==> config.mk <==
export PLATFORM = sky130hd
export DESIGN_NAME = uart_transmit
export DESIGN_NICKNAME = d
export VERILOG_FILES = /design/src/rtl/uart_transmit.sv
export SDC_FILE = /design/constraint.sdc
export NUM_CORES = 1
export LEC_CHECK = 0
export CAP_MARGIN = 30
export CELL_PAD_IN_SITES_DETAIL_PLACEMENT = 0
export CELL_PAD_IN_SITES_GLOBAL_PLACEMENT = 1
export CORE_ASPECT_RATIO = 1.1
export CORE_MARGIN = 2
export CORE_UTILIZATION = 25
export DETAILED_ROUTE_END_ITERATION = 12
export PLACE_DENSITY_LB_ADDON = 0.3
export SYNTH_ARGS = -nofsm -noshare
export SYNTH_HDL_FRONTEND = slang
export SYNTH_SLANG_ARGS = --single-unit
==> constraint.sdc <==
create_clock -name CLK -period 4.7 [get_ports CLK]
set_clock_uncertainty 0.05 [all_clocks]
set_input_delay 0.705 -clock CLK [delete_from_list [all_inputs] [get_ports CLK]]
set_output_delay 0.705 -clock CLK [all_outputs]
set_load 0.05 [all_outputs]
Figure 1. A small window of the routed layout.
Region (48, 10) to (73, 35) um. Cells in gray, sequential cells in the stronger gray; small squares are vias.
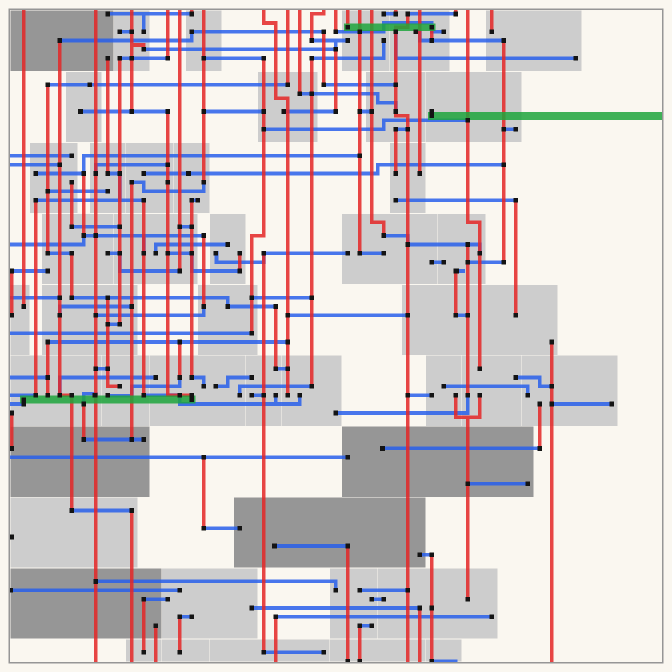
legend:
  green:
    layer: met3
  red:
    layer: met2
  blue:
    layer: met1
most frequent: dfxtp_1 (5), nand2_1 (4)
sequential cells in the window: 5
cells with their middle in the window: 39

Figure 2. Track usage over the die.
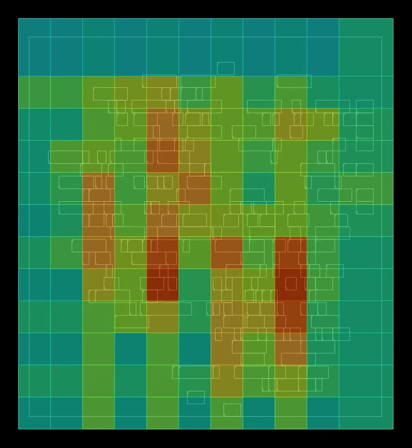
GR Util met1: 0.125
layer with the highest usage: met2
met2 Resource Use GR: 0.171
routed wire length per instance: 12.2 um
Total Routing Usage GR: 0.104

Figure 3. Sequential cells colored by netlist name.
Other sequential cells in the stronger gray, the rest of the logic in the fainter gray.
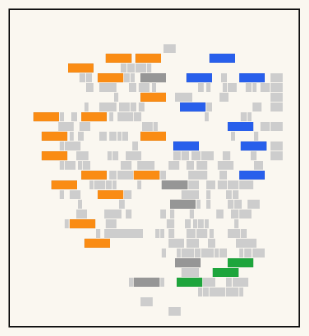
legend:
  orange:
    netlist_name: cnt_q
    sequential_cells: 16
  green:
    netlist_name: bit_idx_q
    sequential_cells: 3
  blue:
    netlist_name: shift_q
    sequential_cells: 8
not colored: 5
Sequential Area: 641 um^2
fin util: 0.309
flop share of the area: 0.334

==> notes.md <==
yosys + openroad results -> Area Overhead vs Synth 18.6%, DRC 0, Yosys reg bits 32, Crit path top cell by count nor2_1, I/O Buffers 12, FF-to-FF path depth 6, Via Count 1,337, most numerous logic cell after layout dfxtp_1, Comb area 906 um^2, top cells by count, synth dfxtp_1 (32), nor2_1 (23), nand2_1 (17), max_slew headroom 0.631, first-pass GRT wire length 5.71 mm, outcome finished clean, site row count 30, Yosys chip area 0.00162 mm^2, max reg flops 16, pre-CTS setup slack 1500 ps, post-DP HPWL 2.34 mm, # IOs 13, Signal buf overhead 0.0627, synth top area cells dfxtp_1 (40%), nor2_1 (5.3%), nand2_1 (4.0%), CTS tree built, cts hold-fix bufs 0, clock-net power 0.292 mW, Dominant cell area share 0.397, Final Hold Viols 0, adder share 0.0310, DRT Wirelength 3.41 mm, Worst Path Required 3940 ps, worst reg2reg setup slack 2640 ps, Yosys cell types 47, iteration tally of the first detailed-router pass 4, Nets 213, Non-clk bufs 12, cell taking the most area after synthesis dfxtp_1, Worst Path Arrival 2720 ps, core area 0.00619 mm^2, Post-CTS Resized 0, CTS H-Tree Depth 2, max-cap viol count 0, combinational share of power 0.065, Max clock buf depth 2, P_seq 0.281 mW, fill count 660, Worst Hold Class reg2reg, Largest logic family simple AND/OR/NAND/NOR gates, WL met3 194 um, final-layout clock buffer total 7, Die H 88.3 um, # Taps 80, average vias per placed instance 4.79, endpoints failing setup 0, top-count cell post-synth dfxtp_1, Mapped Nets 200, maximum vdd drop 0.0926 mV, Worst-Margin Slew 552 ps, CP Capture Type primary output, CTS Root Cell clkbuf_8, met2 WL 1.58 mm, CTS clk-pin slew, worst paths 70 ps, number of non-clock inverters in the layout 6, top power group the clock network, final-layout clock-cell area share 0.0660, mi-comb count 141, Switching Fraction 0.213, Pint 0.483 mW, Max Fanout on Critical Path 14, RSZ-0062 raised after global routing false, Cell Chain, Critical Path nor4_2 > nand4_2 > nor3_2 > nor2_1 > nor2_1 > clkdlybuf4s50_1, PD cells 320 mW/mm^2, 1st-iter DRT viols 46, Top Layer Used met4, Reg power frac 0.458, comb pwr 0.0398 mW, Leakage 0.607 nW, Slowest cell on crit path clkdlybuf4s50_1, total power 0.613 mW, Sw Pwr 0.130 mW, initial antenna violation count 0, Complex Gates by Area 0.154, tool warnings 27, Met1 Wirelength 1.57 mm, final period utilization 0.739, Post-synth seq share 0.397, die area 0.00712 mm^2, Top cells excl fill/tap dfxtp_1 (32), nor2_1 (23), nand2_1 (17), # clock sinks 32, clock power share 0.477, post-layout min period 3470 ps, final worst slack 1230 ps, Slew Viols, Final 0, cts bufs inserted 5, Flops 32, MUX share of area 0.0248, XOR Share, Synth 0.0596, Avg Inst Size Synth 8.73 um^2, # Post-CTS Setup Buffers 0, slowest cell delay on critical path 810 ps, Setup Total Neg Slack 0 ps, GPL Wtd Cong 0.728, ant diodes 0, largest class logic gates, Post-synth EDFFs 0, GR Util met3 0.0357, fmax 0.288 GHz, vias in the first global route 1,235, area fraction in and, or, nand and nor cells 0.289, total gr overflow 0, Post-Synthesis Cells 185, fp util 0.261, synthesized cell area 0.00162 mm^2, ys async rst share 0, hold path cells 2, DRT antenna net count 0, startpoint types flip-flop, yosys warns 0, share of layout cells above drive strength 1 0.106, Worst-Skew Late Latency 280 ps, Crit Path Category reg2out, Die Width 80.6 um, yosys stat cell total 185, largest net degree at the start of global routing 17, multi-input combinational area share 0.473
[worst max-delay path, delay by kind of cell (launching register included)]
family	cells	cell delay, ps
flops	1	360
buf+inv	1	810
simple gates	5	1250
[cell families (layout without fill, tap and decap cells)]
| group | count (synthesis) | count (layout) |
|---|---|---|
| other | 1 | 1 |
| buffers and inverters | 12 | 26 |
| adder cells (fa/ha/maj) | 4 | 4 |
| AND/OR/NAND/NOR | 85 | 85 |
| multiplexers | 4 | 4 |
| flip-flops | 32 | 32 |
| XOR/XNOR | 11 | 11 |
| AND-OR/OR-AND | 36 | 36 |
[through the flow]
stage	utilization	hold slack (ps)	area (um^2)	std cells
floorplan	-	380	1620	185
global placement	0.289	395	1790	271
detailed placement	0.289	396	1790	271
CTS	0.309	407	1920	279
global route	0.309	432	1920	279
finish	0.309	408	1920	279
Power is estimated from default activity; no workload was simulated.
